[config.mk]
export PLATFORM = sky130hd
export DESIGN_NAME = multi_cycle_control_unit_flat
export DESIGN_NICKNAME = d
export VERILOG_FILES = /design/src/rtl/cpu_defs_pkg.sv /design/src/rtl/multi_cycle_control_unit_if.sv /design/src/rtl/mcu_decode.sv /design/src/rtl/multi_cycle_control_unit.sv /design/src/flat_wrapper.sv
export SDC_FILE = /design/constraint.sdc
export NUM_CORES = 1
export LEC_CHECK = 0
export ABC_AREA = 0
export CAP_MARGIN = 20
export CORE_MARGIN = 5
export CORE_UTILIZATION = 45
export DETAILED_ROUTE_END_ITERATION = 12
export GPL_TIMING_DRIVEN = 0
export HOLD_SLACK_MARGIN = 0.03
export PLACE_DENSITY = 0.76
export SETUP_SLACK_MARGIN = 0.3
export SYNTH_ARGS = -nofsm -noshare
export SYNTH_HDL_FRONTEND = slang
export SYNTH_HIERARCHICAL = 1
export SYNTH_SLANG_ARGS = --single-unit
[constraint.sdc]
create_clock -name CLK -period 2.35 [get_ports CLK]
set_input_delay 0.3525 -clock CLK [delete_from_list [all_inputs] [get_ports CLK]]
set_output_delay 0.3525 -clock CLK [all_outputs]
set_load 0.05 [all_outputs]
[src/rtl/cpu_defs_pkg.sv]
`default_nettype none
// ============================================================================
//  Module      : cpu_defs_pkg
//  Description : Shared definitions for the multi-cycle control unit.
//                Opcode encodings (6-bit base, zero-extended by users),
//                FSM state encodings, ALUOp / PCSrc / RegDst codes, and the
//                decoded-instruction record produced by mcu_decode.
//  Revision    : 1.0 - initial release
// ============================================================================
package cpu_defs_pkg;

    // Opcode encodings
    localparam logic [5:0] c_OPC_ADD  = 6'b000000;
    localparam logic [5:0] c_OPC_ADDI = 6'b000001;
    localparam logic [5:0] c_OPC_SUB  = 6'b000010;
    localparam logic [5:0] c_OPC_ORI  = 6'b010000;
    localparam logic [5:0] c_OPC_AND  = 6'b010001;
    localparam logic [5:0] c_OPC_OR   = 6'b010010;
    localparam logic [5:0] c_OPC_MOVE = 6'b100000;
    localparam logic [5:0] c_OPC_SW   = 6'b100110;
    localparam logic [5:0] c_OPC_LW   = 6'b100111;
    localparam logic [5:0] c_OPC_BEQ  = 6'b110000;
    localparam logic [5:0] c_OPC_J    = 6'b111000;
    localparam logic [5:0] c_OPC_JR   = 6'b111001;
    localparam logic [5:0] c_OPC_JAL  = 6'b111010;
    localparam logic [5:0] c_OPC_HALT = 6'b111111;

    // FSM states. The halt hold reuses S_ID together with a separate
    // halted flag, so it is not a distinct encoding here.
    typedef enum logic [2:0] {
        S_IF     = 3'b000,
        S_ID     = 3'b001,
        S_EXE_LS = 3'b010,
        S_MEM    = 3'b011,
        S_WB_LD  = 3'b100,
        S_EXE_BR = 3'b101,
        S_EXE_AL = 3'b110,
        S_WB_AL  = 3'b111
    } state_t;

    // ALU operation codes
    localparam logic [2:0] c_ALU_ADD = 3'b000;
    localparam logic [2:0] c_ALU_SUB = 3'b001;
    localparam logic [2:0] c_ALU_OR  = 3'b010;
    localparam logic [2:0] c_ALU_AND = 3'b100;

    // Next-PC source select
    localparam logic [1:0] c_PCSRC_PC4 = 2'b00;
    localparam logic [1:0] c_PCSRC_BR  = 2'b01;
    localparam logic [1:0] c_PCSRC_RS  = 2'b10;
    localparam logic [1:0] c_PCSRC_JMP = 2'b11;

    // Destination register select
    localparam logic [1:0] c_REGDST_R31 = 2'b00;
    localparam logic [1:0] c_REGDST_RT  = 2'b01;
    localparam logic [1:0] c_REGDST_RD  = 2'b10;

    // Instruction classes
    typedef enum logic [2:0] {
        CL_ALU  = 3'd0,
        CL_BR   = 3'd1,
        CL_LD   = 3'd2,
        CL_ST   = 3'd3,
        CL_JMP  = 3'd4,
        CL_HALT = 3'd5,
        CL_ILL  = 3'd6
    } op_class_t;

    // Decoded instruction: everything the FSM and output logic need
    typedef struct packed {
        op_class_t   cls;
        logic [2:0]  aluop;
        logic        alusrcb;
        logic        extsel;
        logic [1:0]  regdst;
        logic [1:0]  jpcsrc;   // PCSrc driven in S_ID for jumps
        logic        is_jal;
    } dec_t;

endpackage
`default_nettype wire

[src/rtl/multi_cycle_control_unit_if.sv]
`default_nettype none
// ============================================================================
//  Module      : multi_cycle_control_unit_if
//  Description : Control-unit <-> datapath signal bundle.
//                master : control unit (drives control outputs)
//                slave  : datapath / environment (drives Op, zero)
//                Signals: Op, zero in; PCWre, IRWre, InsMemRW, RD, WR,
//                ALUSrcB, DBDataSrc, RegWre, ExtSel, WrRegDSrc, RegDst,
//                PCSrc, ALUOp, State, Halted, Illegal, Retired out.
//  Revision    : 1.0 - initial release
// ============================================================================
interface multi_cycle_control_unit_if #(
    parameter int OP_W    = 6,
    parameter int ALUOP_W = 3,
    parameter int CNT_W   = 32
);
    logic [OP_W-1:0]    Op;
    logic               zero;
    logic               PCWre;
    logic               IRWre;
    logic               InsMemRW;
    logic               RD;
    logic               WR;
    logic               ALUSrcB;
    logic               DBDataSrc;
    logic               RegWre;
    logic               ExtSel;
    logic               WrRegDSrc;
    logic [1:0]         RegDst;
    logic [1:0]         PCSrc;
    logic [ALUOP_W-1:0] ALUOp;
    logic [2:0]         State;
    logic               Halted;
    logic               Illegal;
    logic [CNT_W-1:0]   Retired;

    modport master (
        input  Op, zero,
        output PCWre, IRWre, InsMemRW, RD, WR, ALUSrcB, DBDataSrc, RegWre,
               ExtSel, WrRegDSrc, RegDst, PCSrc, ALUOp, State, Halted,
               Illegal, Retired
    );

    modport slave (
        output Op, zero,
        input  PCWre, IRWre, InsMemRW, RD, WR, ALUSrcB, DBDataSrc, RegWre,
               ExtSel, WrRegDSrc, RegDst, PCSrc, ALUOp, State, Halted,
               Illegal, Retired
    );
endinterface
`default_nettype wire

[src/rtl/mcu_decode.sv]
`default_nettype none
// ============================================================================
//  Module      : mcu_decode
//  Description : Combinational opcode decode. Classifies the opcode and
//                produces the per-instruction static control fields.
//                Ports: op (in, OP_W) - opcode; dec (out, dec_t) - record.
//  Revision    : 1.0 - initial release
// ============================================================================
module mcu_decode
    import cpu_defs_pkg::*;
#(
    parameter int OP_W = 6
) (
    input  wire logic [OP_W-1:0] op,
    output dec_t                 dec
);

    always_comb begin
        dec.cls     = CL_ILL;
        dec.aluop   = c_ALU_ADD;
        dec.alusrcb = 1'b0;
        dec.extsel  = 1'b0;
        dec.regdst  = c_REGDST_R31;
        dec.jpcsrc  = c_PCSRC_PC4;
        dec.is_jal  = 1'b0;
        // Encodings are 6-bit; wider opcodes must carry zeros above them.
        case (op)
            OP_W'(c_OPC_ADD): begin
                dec.cls    = CL_ALU;
                dec.regdst = c_REGDST_RD;
            end
            OP_W'(c_OPC_ADDI): begin
                dec.cls     = CL_ALU;
                dec.alusrcb = 1'b1;
                dec.extsel  = 1'b1;
                dec.regdst  = c_REGDST_RT;
            end
            OP_W'(c_OPC_SUB): begin
                dec.cls    = CL_ALU;
                dec.aluop  = c_ALU_SUB;
                dec.regdst = c_REGDST_RD;
            end
            OP_W'(c_OPC_ORI): begin
                dec.cls     = CL_ALU;
                dec.aluop   = c_ALU_OR;
                dec.alusrcb = 1'b1;
                dec.regdst  = c_REGDST_RT;
            end
            OP_W'(c_OPC_AND): begin
                dec.cls    = CL_ALU;
                dec.aluop  = c_ALU_AND;
                dec.regdst = c_REGDST_RD;
            end
            OP_W'(c_OPC_OR): begin
                dec.cls    = CL_ALU;
                dec.aluop  = c_ALU_OR;
                dec.regdst = c_REGDST_RD;
            end
            OP_W'(c_OPC_MOVE): begin
                dec.cls    = CL_ALU;
                dec.regdst = c_REGDST_RD;
            end
            OP_W'(c_OPC_SW): begin
                dec.cls     = CL_ST;
                dec.alusrcb = 1'b1;
                dec.extsel  = 1'b1;
            end
            OP_W'(c_OPC_LW): begin
                dec.cls     = CL_LD;
                dec.alusrcb = 1'b1;
                dec.extsel  = 1'b1;
                dec.regdst  = c_REGDST_RT;
            end
            OP_W'(c_OPC_BEQ): begin
                dec.cls    = CL_BR;
                dec.aluop  = c_ALU_SUB;
                dec.extsel = 1'b1;
            end
            OP_W'(c_OPC_J): begin
                dec.cls    = CL_JMP;
                dec.jpcsrc = c_PCSRC_JMP;
            end
            OP_W'(c_OPC_JR): begin
                dec.cls    = CL_JMP;
                dec.jpcsrc = c_PCSRC_RS;
            end
            OP_W'(c_OPC_JAL): begin
                dec.cls    = CL_JMP;
                dec.jpcsrc = c_PCSRC_JMP;
                dec.is_jal = 1'b1;
            end
            OP_W'(c_OPC_HALT): begin
                dec.cls = CL_HALT;
            end
            default: begin
                dec.cls = CL_ILL;
            end
        endcase
    end

endmodule
`default_nettype wire

[src/rtl/multi_cycle_control_unit.sv]
`default_nettype none
// ============================================================================
//  Module      : multi_cycle_control_unit
//  Description : Multi-cycle CPU control FSM with halt hold, illegal-opcode
//                flag and retired-instruction counter.
//                Ports: CLK (in) clock; Reset (in) async active-low reset;
//                bus (multi_cycle_control_unit_if.master) Op/zero in,
//                all control strobes, State, Halted, Illegal, Retired out.
//  Revision    : 1.0 - initial release
// ============================================================================
module multi_cycle_control_unit
    import cpu_defs_pkg::*;
#(
    parameter int OP_W    = 6,
    parameter int ALUOP_W = 3,
    parameter int CNT_W   = 32
) (
    input  wire logic                   CLK,
    input  wire logic                   Reset,
    multi_cycle_control_unit_if.master  bus
);

    state_t           r_state;
    state_t           w_state_nxt;
    logic             r_halted;
    logic             w_halted_nxt;
    logic [CNT_W-1:0] r_retired;
    dec_t             w_dec;

    logic             w_pcwre;
    logic             w_irwre;
    logic             w_regwre;
    logic             w_rd;
    logic             w_wr;
    logic             w_dbdatasrc;
    logic             w_illegal;
    logic [1:0]       w_pcsrc;

    mcu_decode #(
        .OP_W (OP_W)
    ) u_decode (
        .op  (bus.Op),
        .dec (w_dec)
    );

    // ------------------------------------------------------------------
    // State register
    // ------------------------------------------------------------------
    always_ff @(posedge CLK or negedge Reset) begin
        if (!Reset) begin
            r_state  <= S_IF;
            r_halted <= 1'b0;
        end else begin
            r_state  <= w_state_nxt;
            r_halted <= w_halted_nxt;
        end
    end

    // ------------------------------------------------------------------
    // Next-state logic. The halt hold parks in S_ID with r_halted set;
    // only the asynchronous reset releases it.
    // ------------------------------------------------------------------
    always_comb begin
        w_state_nxt  = r_state;
        w_halted_nxt = r_halted;
        if (!r_halted) begin
            case (r_state)
                S_IF:     w_state_nxt = S_ID;
                S_ID: begin
                    case (w_dec.cls)
                        CL_ALU:       w_state_nxt = S_EXE_AL;
                        CL_BR:        w_state_nxt = S_EXE_BR;
                        CL_LD, CL_ST: w_state_nxt = S_EXE_LS;
                        CL_HALT: begin
                            w_state_nxt  = S_ID;
                            w_halted_nxt = 1'b1;
                        end
                        default:      w_state_nxt = S_IF;
                    endcase
                end
                S_EXE_AL: w_state_nxt = S_WB_AL;
                S_EXE_BR: w_state_nxt = S_IF;
                S_EXE_LS: w_state_nxt = S_MEM;
                S_MEM:    w_state_nxt = (w_dec.cls == CL_LD) ? S_WB_LD : S_IF;
                S_WB_AL:  w_state_nxt = S_IF;
                S_WB_LD:  w_state_nxt = S_IF;
                default:  w_state_nxt = S_IF;
            endcase
        end
    end

    // ------------------------------------------------------------------
    // State-dependent strobes. Everything is forced idle in the halt hold.
    // During reset the state is S_IF, so only IRWre needs explicit gating.
    // ------------------------------------------------------------------
    always_comb begin
        w_pcwre     = 1'b0;
        w_irwre     = 1'b0;
        w_regwre    = 1'b0;
        w_rd        = 1'b1;
        w_wr        = 1'b1;
        w_dbdatasrc = 1'b0;
        w_illegal   = 1'b0;
        w_pcsrc     = c_PCSRC_PC4;
        if (!r_halted) begin
            case (r_state)
                S_IF: begin
                    w_irwre = Reset;
                end
                S_ID: begin
                    if (w_dec.cls == CL_JMP || w_dec.cls == CL_ILL) begin
                        w_pcwre = 1'b1;
                    end
                    w_pcsrc   = w_dec.jpcsrc;
                    w_regwre  = w_dec.is_jal;
                    w_illegal = (w_dec.cls == CL_ILL);
                end
                S_EXE_BR: begin
                    w_pcwre = 1'b1;
                    w_pcsrc = bus.zero ? c_PCSRC_BR : c_PCSRC_PC4;
                end
                S_MEM: begin
                    if (w_dec.cls == CL_LD) begin
                        w_rd = 1'b0;
                    end else begin
                        w_wr    = 1'b0;
                        w_pcwre = 1'b1;
                    end
                end
                S_WB_AL: begin
                    w_pcwre  = 1'b1;
                    w_regwre = 1'b1;
                end
                S_WB_LD: begin
                    w_pcwre     = 1'b1;
                    w_regwre    = 1'b1;
                    w_dbdatasrc = 1'b1;
                end
                default: begin
                    w_pcwre = 1'b0;
                end
            endcase
        end
    end

    // ------------------------------------------------------------------
    // Retired-instruction counter: one count per PC update, wrapping.
    // ------------------------------------------------------------------
    always_ff @(posedge CLK or negedge Reset) begin
        if (!Reset) begin
            r_retired <= '0;
        end else if (w_pcwre) begin
            r_retired <= r_retired + CNT_W'(1);
        end
    end

    // ------------------------------------------------------------------
    // Output mapping. Static fields come straight from the decode so they
    // stay constant for the whole life of one instruction.
    // ------------------------------------------------------------------
    assign bus.PCWre     = w_pcwre;
    assign bus.IRWre     = w_irwre;
    assign bus.InsMemRW  = 1'b0;
    assign bus.RD        = w_rd;
    assign bus.WR        = w_wr;
    assign bus.ALUSrcB   = w_dec.alusrcb;
    assign bus.DBDataSrc = w_dbdatasrc;
    assign bus.RegWre    = w_regwre;
    assign bus.ExtSel    = w_dec.extsel;
    assign bus.WrRegDSrc = ~w_dec.is_jal;
    assign bus.RegDst    = w_dec.regdst;
    assign bus.PCSrc     = w_pcsrc;
    assign bus.ALUOp     = ALUOP_W'(w_dec.aluop);
    assign bus.State     = r_state;
    assign bus.Halted    = r_halted;
    assign bus.Illegal   = w_illegal;
    assign bus.Retired   = r_retired;

endmodule
`default_nettype wire
[src/flat_wrapper.sv]
// flat-port wrapper written by rule: the top's interface ports become plain ports
module multi_cycle_control_unit_flat import cpu_defs_pkg::*;
#(
    parameter int OP_W    = 6,
    parameter int ALUOP_W = 3,
    parameter int CNT_W   = 32
)
  (CLK, Reset, bus_Op, bus_zero, bus_PCWre, bus_IRWre, bus_InsMemRW, bus_RD, bus_WR, bus_ALUSrcB, bus_DBDataSrc, bus_RegWre, bus_ExtSel, bus_WrRegDSrc, bus_RegDst, bus_PCSrc, bus_ALUOp, bus_State, bus_Halted, bus_Illegal, bus_Retired);
  multi_cycle_control_unit_if #(.OP_W(OP_W), .ALUOP_W(ALUOP_W), .CNT_W(CNT_W)) bus_i ();
  input  wire logic CLK;
  input  wire logic Reset;
  input wire logic [$bits(bus_i.Op)-1:0] bus_Op;
  input wire logic [$bits(bus_i.zero)-1:0] bus_zero;
  output wire logic [$bits(bus_i.PCWre)-1:0] bus_PCWre;
  output wire logic [$bits(bus_i.IRWre)-1:0] bus_IRWre;
  output wire logic [$bits(bus_i.InsMemRW)-1:0] bus_InsMemRW;
  output wire logic [$bits(bus_i.RD)-1:0] bus_RD;
  output wire logic [$bits(bus_i.WR)-1:0] bus_WR;
  output wire logic [$bits(bus_i.ALUSrcB)-1:0] bus_ALUSrcB;
  output wire logic [$bits(bus_i.DBDataSrc)-1:0] bus_DBDataSrc;
  output wire logic [$bits(bus_i.RegWre)-1:0] bus_RegWre;
  output wire logic [$bits(bus_i.ExtSel)-1:0] bus_ExtSel;
  output wire logic [$bits(bus_i.WrRegDSrc)-1:0] bus_WrRegDSrc;
  output wire logic [$bits(bus_i.RegDst)-1:0] bus_RegDst;
  output wire logic [$bits(bus_i.PCSrc)-1:0] bus_PCSrc;
  output wire logic [$bits(bus_i.ALUOp)-1:0] bus_ALUOp;
  output wire logic [$bits(bus_i.State)-1:0] bus_State;
  output wire logic [$bits(bus_i.Halted)-1:0] bus_Halted;
  output wire logic [$bits(bus_i.Illegal)-1:0] bus_Illegal;
  output wire logic [$bits(bus_i.Retired)-1:0] bus_Retired;
  assign bus_i.Op = bus_Op;
  assign bus_i.zero = bus_zero;
  assign bus_PCWre = bus_i.PCWre;
  assign bus_IRWre = bus_i.IRWre;
  assign bus_InsMemRW = bus_i.InsMemRW;
  assign bus_RD = bus_i.RD;
  assign bus_WR = bus_i.WR;
  assign bus_ALUSrcB = bus_i.ALUSrcB;
  assign bus_DBDataSrc = bus_i.DBDataSrc;
  assign bus_RegWre = bus_i.RegWre;
  assign bus_ExtSel = bus_i.ExtSel;
  assign bus_WrRegDSrc = bus_i.WrRegDSrc;
  assign bus_RegDst = bus_i.RegDst;
  assign bus_PCSrc = bus_i.PCSrc;
  assign bus_ALUOp = bus_i.ALUOp;
  assign bus_State = bus_i.State;
  assign bus_Halted = bus_i.Halted;
  assign bus_Illegal = bus_i.Illegal;
  assign bus_Retired = bus_i.Retired;
  multi_cycle_control_unit #(.OP_W(OP_W), .ALUOP_W(ALUOP_W), .CNT_W(CNT_W)) u_core (.CLK(CLK), .Reset(Reset), .bus(bus_i));
endmodule
**Run 1: cell placement**

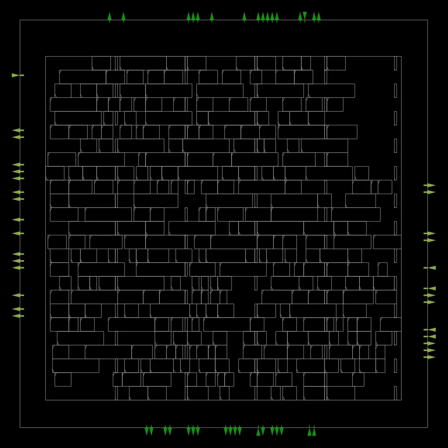
sequential cell count: 36
core area: 0.00479 mm^2
# fillers: 373

**Run 1: I/O nets highlighted**

Drawn at 3 px/um.
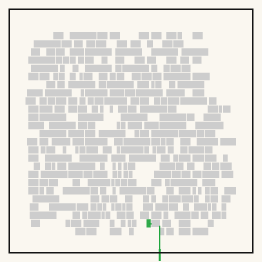
[green] bus_WrRegDSrc | bits: 1 | direction: output | edge: bottom | end cells: 1 | buffers: 1 | wire: 9.00 um
IO Count: 63
Port Buf Inserts: 61

==> out/results.ini, run 1 <==
[run_status]
status=completed

[final_timing]
hold_ws_ns=0.158
fin_skew_ns=0.00753
finalCritPeriodShare_pct=89.9
hold_viol=0
period_needed_ns=2.11
setup_viol=0
rsz0062_at_grt=yes
relSlewSlack_pct=45.5
fin_ws_ns=0.238

[logic_synthesis]
async_flop_share_pct=100
netlist.area_leader.share_pct=40.1
adder_share_pct=1.00
ys_cells=221
flop_cell=dfrtp_1
synth_chip_area_mm2=0.00225
netlist_instances=221
synthAoiAreaFrac_pct=10.0
edf_count=0
yosys-top-cells-count=dfrtp_1 (36), xnor2_1 (24), nand3_1 (12), nand4_1 (12)
synth_seq_share_pct=40.1

[clock_network]
ctsResizeCount=106
htreeDepth=2
cts_made_buffers=5
clock-sinks=36
tritoncts=yes

[setup_path]
r2r_start=u_core/bus.State[2]
startpoint_type=input port
reg2regPathDepth=7
end_kind=output port

[grt]
antenna_found_initial=0
grt_max_degree=38
grt_pass1_vias=1985

[die]
die-height_um=80.6
taps=67

[job]
cap_violations=0

[cells_and_area]
nMultiInputCombCells=165
n_clock_buffer=7
diodes=0
comb_area_share_pct=41.8
flop_area_um2=901
logic_area_mm2=0.00143
seq_area_share_pct=26.4

[detailed_routing]
antenna_left=0
num_vias=1991
firstDrtPassIters=4

[power_and_ir_drop]
powerDensity_mw_per_mm2=751
power_mw=2.57
p_leak_nw=1.45

**Run 1: I/O pins on the die edge**

Drawn at 6 px/um. Pins as bars across the die edge, other pins in grey.
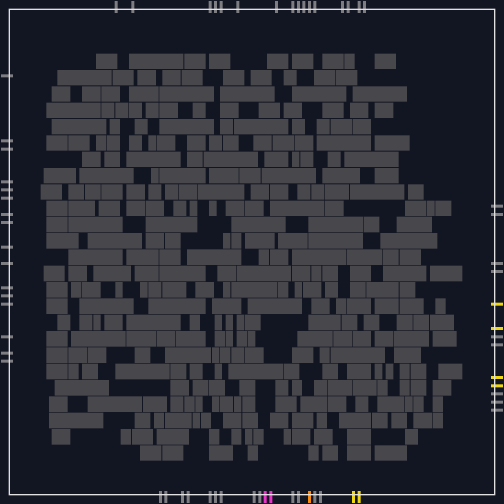
[yellow] bus_Op | pins: 6 | direction: input | edge: 4 right, 2 bottom
[orange] bus_WrRegDSrc | pins: 1 | direction: output | edge: bottom
[magenta] bus_PCSrc | pins: 2 | direction: output | edge: bottom
all pins by edge: 18 bottom, 16 left, 16 top, 13 right

## run 1: critical path: stages
cell,delay (ns)
buf_6,0.10
buf_6,0.12
and3_4,0.15
o2111ai_4,0.21
o21ai_4,0.10
nand2b_4,0.18
a221oi_4,0.31
nor2_4,0.07
buf_8,0.16
## run 1: routing by layer
layer / track usage, % / wire [um] / vias up
met3: 5.27 / 272 / 10
met4: 5.24 / 62 / 0
li1: - / - / 979
met2: 31.4 / 2910 / 42
met5: 0 / 0 / -
met1: 23.7 / 2560 / 960
## run 1: where the power goes
group,switching [mW],internal [mW]
registers,0.116,0.706
clock network,0.213,0.211
logic,0.836,0.483
## run 1: flip-flops by register name, indices dropped and copies added, names as in the netlist
name	count
u_core/bus.State	3
u_core/bus.Retired	32
u_core/bus.Halted	1
--- run 2 (diff from run 1) ---
--- a/config.mk
+++ b/config.mk
@@ -5,7 +5,6 @@
 export SDC_FILE = /design/constraint.sdc
 export NUM_CORES = 1
 export LEC_CHECK = 0
-export ABC_AREA = 0
 export CAP_MARGIN = 20
 export CORE_MARGIN = 5
 export CORE_UTILIZATION = 45
**Run 2: cell placement**

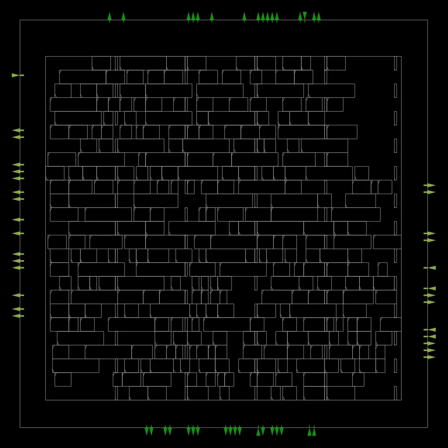
FP Rows: 25
Seq/total area: 26.4%
n_taps: 67
Final Util: 71.4%

==> run 2 against run 1 <==
Critical path depth did not move; register-to-register slack barely moved; wire length did not move; sequential power barely moved; clock skew did not move; clock power barely moved; first-iteration DRC count did not move; design area did not move; count of clock-buffer cells in the layout did not move; die area did not move; largest power group unchanged.
==> out/results.ini, run 2 <==
[final_timing]
hold_viol=0  ; unchanged
finalCritPeriodShare_pct=89.9  ; unchanged
hold_ws_ns=0.158  ; unchanged

[cells_and_area]
largest_reg_flops=32  ; unchanged

[power_and_ir_drop]
p_sw_share_pct=45.4  ; unchanged
switchingPower_mw=1.17  ; unchanged
power_leader=combinational logic
power_frac_comb_pct=51.4  ; about the same
p_int_mw=1.40  ; unchanged
clk-power_mw=0.425  ; about the same

[run_status]
status=completed

[setup_path]
reg2regPathDepth=7  ; unchanged
startpoint_type=input port

[logic_synthesis]
edf_count=0  ; unchanged
adder_share_pct=1.00  ; unchanged
async_flop_share_pct=100  ; unchanged
yosys-top-cells-count=dfrtp_1 (36), xnor2_1 (24), nand3_1 (12), nand4_1 (12)

[job]
cap_violations=0  ; unchanged

[clock_network]
clock-sinks=36  ; unchanged
cts_made_buffers=5  ; unchanged

[detailed_routing]
firstDrtPassIters=4  ; unchanged

[die]
die-height_um=80.6  ; unchanged

**Run 2: metal 2**

Drawn at 6 px/um.
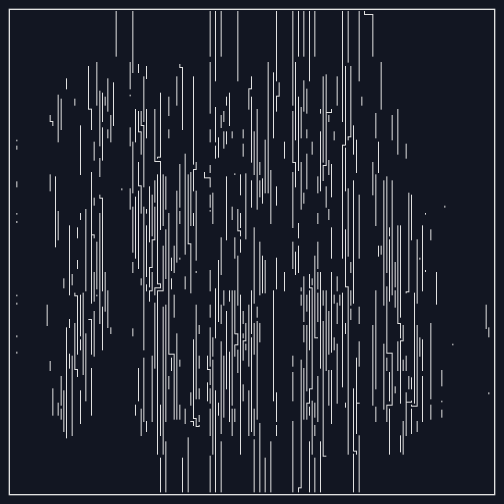
nets with wire on the layer: 284
wire length on this layer: 2910 um
main direction: vertical
longest straight run: 27.9 um
final WL: 5.80 mm
Vias: 1991

-- run 2: cell counts after synthesis --
Identical to the previous run, type by type.
-- run 2: routing by layer --
| layer | up-vias | track usage (%) | part of all wire, % |
|---|---|---|---|
| met4 | 0 | 5.24 | 1.1 |
| met1 | 960 | 23.7 | 44 |
| li1 | 979 | - | - |
| met5 | - | 0 | 0 |
| met3 | 10 | 5.27 | 4.7 |
| met2 | 42 | 31.4 | 50 |
-- run 2: final cells by class --
cell class	instances	area (um^2)	area share, %
Multi-Input combinational cell	165	1430	41.8
Tap cell	67	83.8	2.45
Buffer	13	125	3.66
Timing Repair Buffer	83	767	22.5
Clock buffer	7	76.3	2.23
Clock inverter	1	8.76	0.256
Sequential cell	36	901	26.4
Inverter	7	26.3	0.769
Power is estimated from default activity; no workload was simulated.
